==> src/rtl/pop_scanner_if.sv <==
// Bus bundle between the population scanner, the population/fitness memories
// and the best-individual tracker.
interface pop_scanner_if #(
  parameter int FITNESS_WIDTH = 27,
  parameter int CHROM_WIDTH   = 8,
  parameter int ADDR_WIDTH    = 4
);
  logic                     start;
  logic                     busy;
  logic                     done;
  logic                     best_reset;
  logic                     rd_en;
  logic [ADDR_WIDTH-1:0]    rd_addr1;
  logic [ADDR_WIDTH-1:0]    rd_addr2;
  logic [FITNESS_WIDTH-1:0] fit_rd1;
  logic [FITNESS_WIDTH-1:0] fit_rd2;
  logic [CHROM_WIDTH-1:0]   chrom_rd1;
  logic [CHROM_WIDTH-1:0]   chrom_rd2;
  logic [FITNESS_WIDTH-1:0] fitness1;
  logic [FITNESS_WIDTH-1:0] fitness2;
  logic [CHROM_WIDTH-1:0]   chrom1;
  logic [CHROM_WIDTH-1:0]   chrom2;
  logic                     enable_second;

  modport master (
    input  start, fit_rd1, fit_rd2, chrom_rd1, chrom_rd2,
    output busy, done, best_reset, rd_en, rd_addr1, rd_addr2,
           fitness1, fitness2, chrom1, chrom2, enable_second
  );

  modport slave (
    output start, fit_rd1, fit_rd2, chrom_rd1, chrom_rd2,
    input  busy, done, best_reset, rd_en, rd_addr1, rd_addr2,
           fitness1, fitness2, chrom1, chrom2, enable_second
  );
endinterface

==> src/rtl/pop_scanner.sv <==
// Scans the population two individuals per cycle and streams each pair into the
// best-individual tracker; done pulses once the tracker has sampled the last pair.
module pop_scanner #(
  parameter int FITNESS_WIDTH = 27,
  parameter int CHROM_WIDTH   = 8,
  parameter int POP_SIZE      = 16,
  parameter int ADDR_WIDTH    = (POP_SIZE > 1) ? $clog2(POP_SIZE) : 1
) (
  input  logic           clk,
  input  logic           reset,
  pop_scanner_if.master  bus
);

  localparam int NUM_PAIRS = (POP_SIZE + 1) / 2;
  localparam int CNT_WIDTH = (NUM_PAIRS > 1) ? $clog2(NUM_PAIRS) : 1;
  localparam logic [CNT_WIDTH-1:0] LAST_PAIR = CNT_WIDTH'(NUM_PAIRS - 1);
  localparam bit ODD_POP = (POP_SIZE % 2) == 1;
  localparam logic [FITNESS_WIDTH-1:0] FIT_IDLE = '1;

  typedef enum logic [2:0] {
    IDLE,
    CLEAR,
    READ,
    DRAIN,
    DONE
  } state_t;

  state_t                 state_reg, state_next;
  logic [CNT_WIDTH-1:0]   pair_reg, pair_next;
  logic                   drain_reg, drain_next;
  logic                   rd_en;
  logic                   last_single;
  logic [CNT_WIDTH:0]     addr1_full;
  logic [CNT_WIDTH:0]     addr2_full;
  logic                   valid_reg;
  logic                   tag_reg;
  logic                   enable_second_reg;

  always_ff @(posedge clk or posedge reset) begin
    if (reset) begin
      state_reg <= IDLE;
      pair_reg  <= '0;
      drain_reg <= 1'b0;
    end else begin
      state_reg <= state_next;
      pair_reg  <= pair_next;
      drain_reg <= drain_next;
    end
  end

  always_comb begin
    state_next = state_reg;
    pair_next  = pair_reg;
    drain_next = drain_reg;
    rd_en      = 1'b0;
    case (state_reg)
      IDLE: begin
        if (bus.start) begin
          state_next = CLEAR;
        end
      end
      CLEAR: begin
        pair_next  = '0;
        state_next = READ;
      end
      READ: begin
        rd_en = 1'b1;
        if (pair_reg == LAST_PAIR) begin
          drain_next = 1'b0;
          state_next = DRAIN;
        end else begin
          pair_next = pair_reg + CNT_WIDTH'(1);
        end
      end
      DRAIN: begin
        if (drain_reg) begin
          state_next = DONE;
        end else begin
          drain_next = 1'b1;
        end
      end
      DONE: begin
        // A start still held here chains straight into the next scan.
        state_next = bus.start ? CLEAR : IDLE;
      end
      default: begin
        state_next = IDLE;
      end
    endcase
  end

  // The final pair of an odd population has no partner: read the same slot twice.
  assign last_single = ODD_POP && (pair_reg == LAST_PAIR);
  assign addr1_full  = {pair_reg, 1'b0};
  assign addr2_full  = last_single ? addr1_full : {pair_reg, 1'b1};

  assign bus.rd_en      = rd_en;
  assign bus.rd_addr1   = rd_en ? addr1_full[ADDR_WIDTH-1:0] : '0;
  assign bus.rd_addr2   = rd_en ? addr2_full[ADDR_WIDTH-1:0] : '0;
  assign bus.busy       = (state_reg != IDLE);
  assign bus.done       = (state_reg == DONE);
  assign bus.best_reset = (state_reg == CLEAR);

  always_ff @(posedge clk or posedge reset) begin
    if (reset) begin
      valid_reg         <= 1'b0;
      tag_reg           <= 1'b0;
      enable_second_reg <= 1'b0;
    end else begin
      valid_reg         <= rd_en;
      tag_reg           <= rd_en & ~last_single;
      enable_second_reg <= valid_reg & tag_reg;
    end
  end

  logic [FITNESS_WIDTH-1:0] fit_in   [2];
  logic [CHROM_WIDTH-1:0]   chrom_in [2];

  assign fit_in[0]   = bus.fit_rd1;
  assign fit_in[1]   = bus.fit_rd2;
  assign chrom_in[0] = bus.chrom_rd1;
  assign chrom_in[1] = bus.chrom_rd2;

  // Output slots hold the idle value (worst fitness) unless a real individual is present.
  for (genvar gi = 0; gi < 2; gi++) begin : g_slot
    localparam bit ALWAYS_LIVE = (gi == 0);
    logic                     live;
    logic [FITNESS_WIDTH-1:0] fit_reg;
    logic [CHROM_WIDTH-1:0]   chrom_reg;

    assign live = valid_reg & (ALWAYS_LIVE | tag_reg);

    always_ff @(posedge clk or posedge reset) begin
      if (reset) begin
        fit_reg   <= FIT_IDLE;
        chrom_reg <= '0;
      end else if (live) begin
        fit_reg   <= fit_in[gi];
        chrom_reg <= chrom_in[gi];
      end else begin
        fit_reg   <= FIT_IDLE;
        chrom_reg <= '0;
      end
    end
  end

  assign bus.fitness1      = g_slot[0].fit_reg;
  assign bus.fitness2      = g_slot[1].fit_reg;
  assign bus.chrom1        = g_slot[0].chrom_reg;
  assign bus.chrom2        = g_slot[1].chrom_reg;
  assign bus.enable_second = enable_second_reg;

endmodule

==> src/flat_wrapper.sv <==
// flat-port wrapper written by rule: the top's interface ports become plain ports
module pop_scanner_flat 
#(
  parameter int FITNESS_WIDTH = 27,
  parameter int CHROM_WIDTH   = 8,
  parameter int POP_SIZE      = 16,
  parameter int ADDR_WIDTH    = (POP_SIZE > 1) ? $clog2(POP_SIZE) : 1
)
  (clk, reset, bus_start, bus_fit_rd1, bus_fit_rd2, bus_chrom_rd1, bus_chrom_rd2, bus_busy, bus_done, bus_best_reset, bus_rd_en, bus_rd_addr1, bus_rd_addr2, bus_fitness1, bus_fitness2, bus_chrom1, bus_chrom2, bus_enable_second);
  pop_scanner_if #(.FITNESS_WIDTH(FITNESS_WIDTH), .CHROM_WIDTH(CHROM_WIDTH), .ADDR_WIDTH(ADDR_WIDTH)) bus_i ();
  input  logic clk;
  input  logic reset;
  input wire logic [$bits(bus_i.start)-1:0] bus_start;
  input wire logic [$bits(bus_i.fit_rd1)-1:0] bus_fit_rd1;
  input wire logic [$bits(bus_i.fit_rd2)-1:0] bus_fit_rd2;
  input wire logic [$bits(bus_i.chrom_rd1)-1:0] bus_chrom_rd1;
  input wire logic [$bits(bus_i.chrom_rd2)-1:0] bus_chrom_rd2;
  output wire logic [$bits(bus_i.busy)-1:0] bus_busy;
  output wire logic [$bits(bus_i.done)-1:0] bus_done;
  output wire logic [$bits(bus_i.best_reset)-1:0] bus_best_reset;
  output wire logic [$bits(bus_i.rd_en)-1:0] bus_rd_en;
  output wire logic [$bits(bus_i.rd_addr1)-1:0] bus_rd_addr1;
  output wire logic [$bits(bus_i.rd_addr2)-1:0] bus_rd_addr2;
  output wire logic [$bits(bus_i.fitness1)-1:0] bus_fitness1;
  output wire logic [$bits(bus_i.fitness2)-1:0] bus_fitness2;
  output wire logic [$bits(bus_i.chrom1)-1:0] bus_chrom1;
  output wire logic [$bits(bus_i.chrom2)-1:0] bus_chrom2;
  output wire logic [$bits(bus_i.enable_second)-1:0] bus_enable_second;
  assign bus_i.start = bus_start;
  assign bus_i.fit_rd1 = bus_fit_rd1;
  assign bus_i.fit_rd2 = bus_fit_rd2;
  assign bus_i.chrom_rd1 = bus_chrom_rd1;
  assign bus_i.chrom_rd2 = bus_chrom_rd2;
  assign bus_busy = bus_i.busy;
  assign bus_done = bus_i.done;
  assign bus_best_reset = bus_i.best_reset;
  assign bus_rd_en = bus_i.rd_en;
  assign bus_rd_addr1 = bus_i.rd_addr1;
  assign bus_rd_addr2 = bus_i.rd_addr2;
  assign bus_fitness1 = bus_i.fitness1;
  assign bus_fitness2 = bus_i.fitness2;
  assign bus_chrom1 = bus_i.chrom1;
  assign bus_chrom2 = bus_i.chrom2;
  assign bus_enable_second = bus_i.enable_second;
  pop_scanner #(.FITNESS_WIDTH(FITNESS_WIDTH), .CHROM_WIDTH(CHROM_WIDTH), .POP_SIZE(POP_SIZE), .ADDR_WIDTH(ADDR_WIDTH)) u_core (.clk(clk), .reset(reset), .bus(bus_i));
endmodule
==> config.mk <==
export PLATFORM = sky130hd
export DESIGN_NAME = pop_scanner_flat
export DESIGN_NICKNAME = d
export VERILOG_FILES = /design/src/rtl/pop_scanner_if.sv /design/src/rtl/pop_scanner.sv /design/src/flat_wrapper.sv
export SDC_FILE = /design/constraint.sdc
export NUM_CORES = 1
export LEC_CHECK = 0
export CAP_MARGIN = 5
export CORE_MARGIN = 3
export CORE_UTILIZATION = 41
export DETAILED_ROUTE_END_ITERATION = 6
export GPL_TIMING_DRIVEN = 0
export PLACE_DENSITY = 0.85
export SLEW_MARGIN = 15
export SYNTH_ARGS = -nofsm -noshare
export SYNTH_HDL_FRONTEND = slang
export SYNTH_SLANG_ARGS = --single-unit
==> constraint.sdc <==
create_clock -name clk -period 4.4 [get_ports clk]
set_input_delay 0.44 -clock clk [delete_from_list [all_inputs] [get_ports clk]]
set_output_delay 0.44 -clock clk [all_outputs]
set_load 0.1 [all_outputs]
==> notes.md <==
Numbers from the implementation run.

The number of hold-slack violations in the final timing report is 0. The total number of warnings across the stage logs is 27. The portion of the clock cycle consumed by the worst path in the final layout is 68.4%. The flow ran to the end, and the final reports show no timing, DRC or antenna violations. The start of the worst register-to-register path is u_core.pair_reg[1]$_DFFE_PP0P_. For this run, the share of the core covered by cells in the final layout is 73.0%. Once placement completed, the tool counted placed cells totaling 433. Looking at the max-slew report, the worst-margin pin has a slew of roughly 1.0 ns.

The via count of the first global-routing pass was 2118. TritonCTS built the clock tree. The cell taking the most area after synthesis is sky130_fd_sc_hd__dfstp_2. The area of the mapped netlist is 2810 sq um. The post-cts gate resize count is 0. The timing report shows that the slowest cell on the worst path is sky130_fd_sc_hd__clkdlybuf4s50_1. The clock passes through at most 2 buffers.

During I/O placement, the number of pins put on the boundary was 156. The worst slew margin relative to its limit is 32.3%. At floorplan, the net count of the design was reported as between 200 and 300. The tally of nets with antenna violations remaining after routing is 0. TritonRoute output was used to compute an average wire per cell of 14.5 um. Leaving out filler cells and counting taps, the final layout contains ~450. On the critical path the largest part of the delay comes from buffers and inverters. In the layout the commonest cells are sky130_fd_sc_hd__clkdlybuf4s50_1 (154), sky130_fd_sc_hd__nand2b_1 (55), sky130_fd_sc_hd__dfstp_2 (54). Global routing consumed, over all layers together, 16.9% of the routing resources. The commonest cells after synthesis are sky130_fd_sc_hd__nand2b_1 (55), sky130_fd_sc_hd__dfstp_2 (54), sky130_fd_sc_hd__dfrtp_1 (25), sky130_fd_sc_hd__and2_1 (18), sky130_fd_sc_hd__clkbuf_1 (7).

The number of remaining DRC errors is 0. The fraction of final layout cells sized beyond drive strength 1 is 22.6%. Yosys mapped a number of flops with a built-in enable equal to 0. Final hold analysis gives a worst-case slack of just over 0.4 ns. The share of async-settable or async-resettable flops after synthesis is 100%. The initial DRC count is 51. In the post-synthesis netlist, the biggest area contributors are sky130_fd_sc_hd__dfstp_2 (51%), sky130_fd_sc_hd__dfrtp_1 (22%), sky130_fd_sc_hd__nand2b_1 (12%). For reference, the clock transition at the flip-flops on the worst setup and hold paths is 0.07 ns. The synthesized instance count is roughly 200. STA classifies the critical path startpoint as a flop. The clock root buffer master is sky130_fd_sc_hd__clkbuf_8. The clock tree synthesis step divided the H-tree into 3 levels.

In the final design database the tool counted ~440 nets. The worst setup path is captured at a primary output. Measured along the x axis, the die boundary spans 88.7 um. The data required time of the critical path is 3.96 ns.

The overall die area is 7870 sq um. The largest incremental delay on the critical path is 1.12 ns. The worst hold path belongs to the class in2async. The start point of the critical path is u_core.state_reg[2]$_DFFE_PP0P_. Summing all multi-input logic gate instances after layout gives 641 sq um. The data arrival time of the critical path is 2.57 ns.
[through the flow]
step	TNS, ns
after floorplan	-0.549
after global placement	0
after detailed placement	0
after CTS	0
after global routing	0
final	0
[cell type report]
type	count	area share, %
Timing Repair Buffer	155	33.1
Clock inverter	5	2.72
Sequential cell	79	43.1
Multi-Input combinational cell	99	13.5
Clock buffer	11	2.98
Buffer	15	1.85
Inverter	8	0.739
Tap cell	77	2.03
[worst paths after layout]
check,end,slack (ns),cells past startpoint
min in group clk,u_core.state_reg[0]$_DFFE_PP0P_,0.53,1
worst max-delay path,bus_rd_addr2[0],1.39,4
max in group asynchronous,u_core.bus.fitness1[2]$_DFF_PP1_,3.39,3
worst max register to register,u_core.pair_reg[1]$_DFFE_PP0P_,2.95,5
worst min register to register,u_core.state_reg[0]$_DFFE_PP0P_,0.53,1
worst min-delay path,u_core.bus.chrom1[2]$_DFF_PP0_,0.40,2
[cells by family (layout without fill, tap and decap cells)]
| family | after synthesis | count (layout) | synth area share (%) |
|---|---|---|---|
| buffers and inverters | 23 | 194 | 4.28 |
| DFF | 79 | 79 | 72.9 |
| and+or+nand+nor | 86 | 86 | 19.1 |
| adders and majority gates | 2 | 2 | 0.892 |
| other | 1 | 1 | 0.134 |
| muxes | 1 | 1 | 0.357 |
| AOI/OAI and AO/OA | 9 | 9 | 2.36 |
[routing by layer]
layer  global-route usage, %  vias to the layer above  part of all wire, %
met5                       0                        -                    0
met4                    8.79                        0                  2.4
met3                    5.96                       13                  9.2
met2                    30.4                       95                   53
met1                    17.1                      970                   35
li1                        -                      947                    -
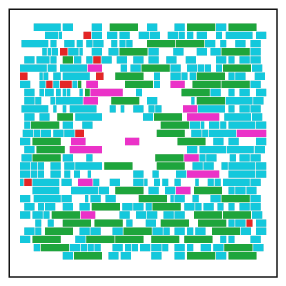
(images/drive_strength.png)
(3 px per um)
size	colour	cells	most used
drive 1 or less	cyan	288	clkdlybuf4s50_1
drive 2	green	58	dfstp_2
drive 6 and up	magenta	16	clkbuf_8
drive 3 to 4	red	10	buf_4
post-route cell area: 4740 sq um
number of buffers other than clock buffers in the final layout: 170
Worst Slack Setup Final: 1.39 ns
Area growth syn-to-layout: 69.1%

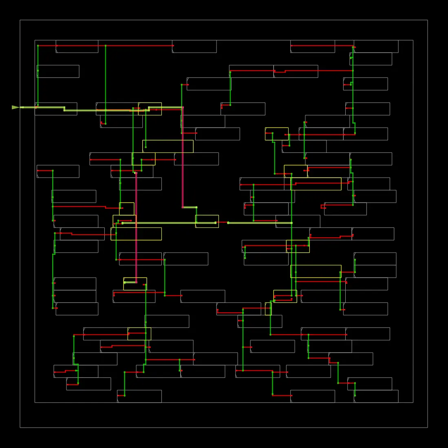
(images/final_clocks.png)
clock sinks: 79
number of clock buffers inserted by TritonCTS: 9
flip-flops: 79
clk_buf instances: 11
insertion delay of the later-clocked pin in the worst-skew pair: 0.33 ns

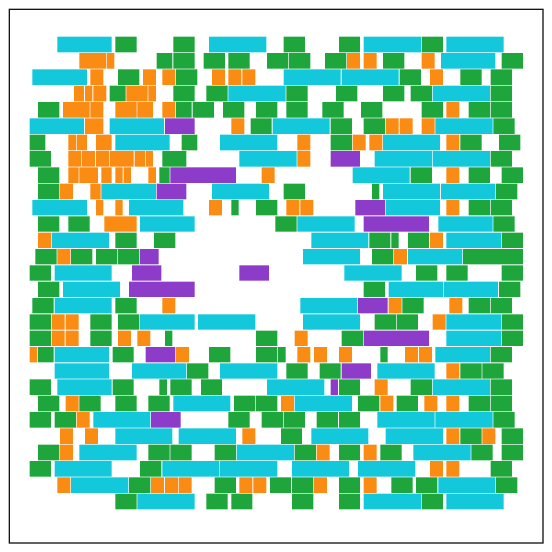
(images/cell_classes.png)
(6 px per um)
class	colour	cells
flip-flops	cyan	79
other buffers and delay cells	green	170
clock drivers and dummy loads	purple	16
all other logic	orange	107

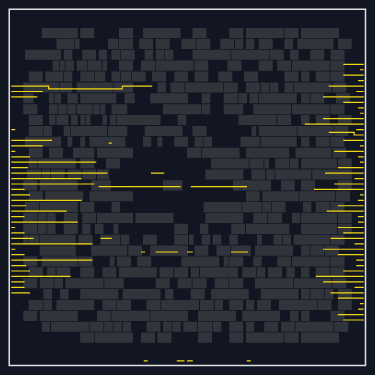
(images/met3.png)
(4 px per um) Cells faint in the background.
nets with wire on the layer	86
share of all routed wire	9.3%
longest straight run	23.7 um
main direction	horizontal
total number of vias: 2025
global routing usage on met3: 5.96%
final wirelength: 6.49 mm

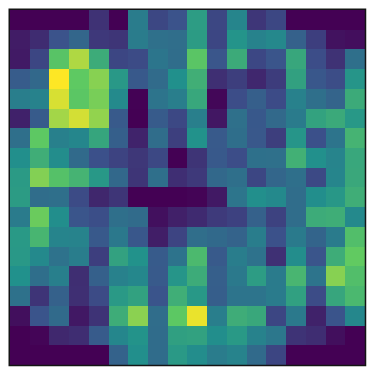
(images/wire_density.png)
(4 px per um) 18 x 18 tiles, from dark purple (low) to yellow (high), scaled to the fullest tile. Values are wire area over tile area, all layers added.
tiles over half the peak	25%
fullest tile	0.38
densest ninth of the die	bottom centre
mean over tiles	0.14
emptiest ninth of the die	centre

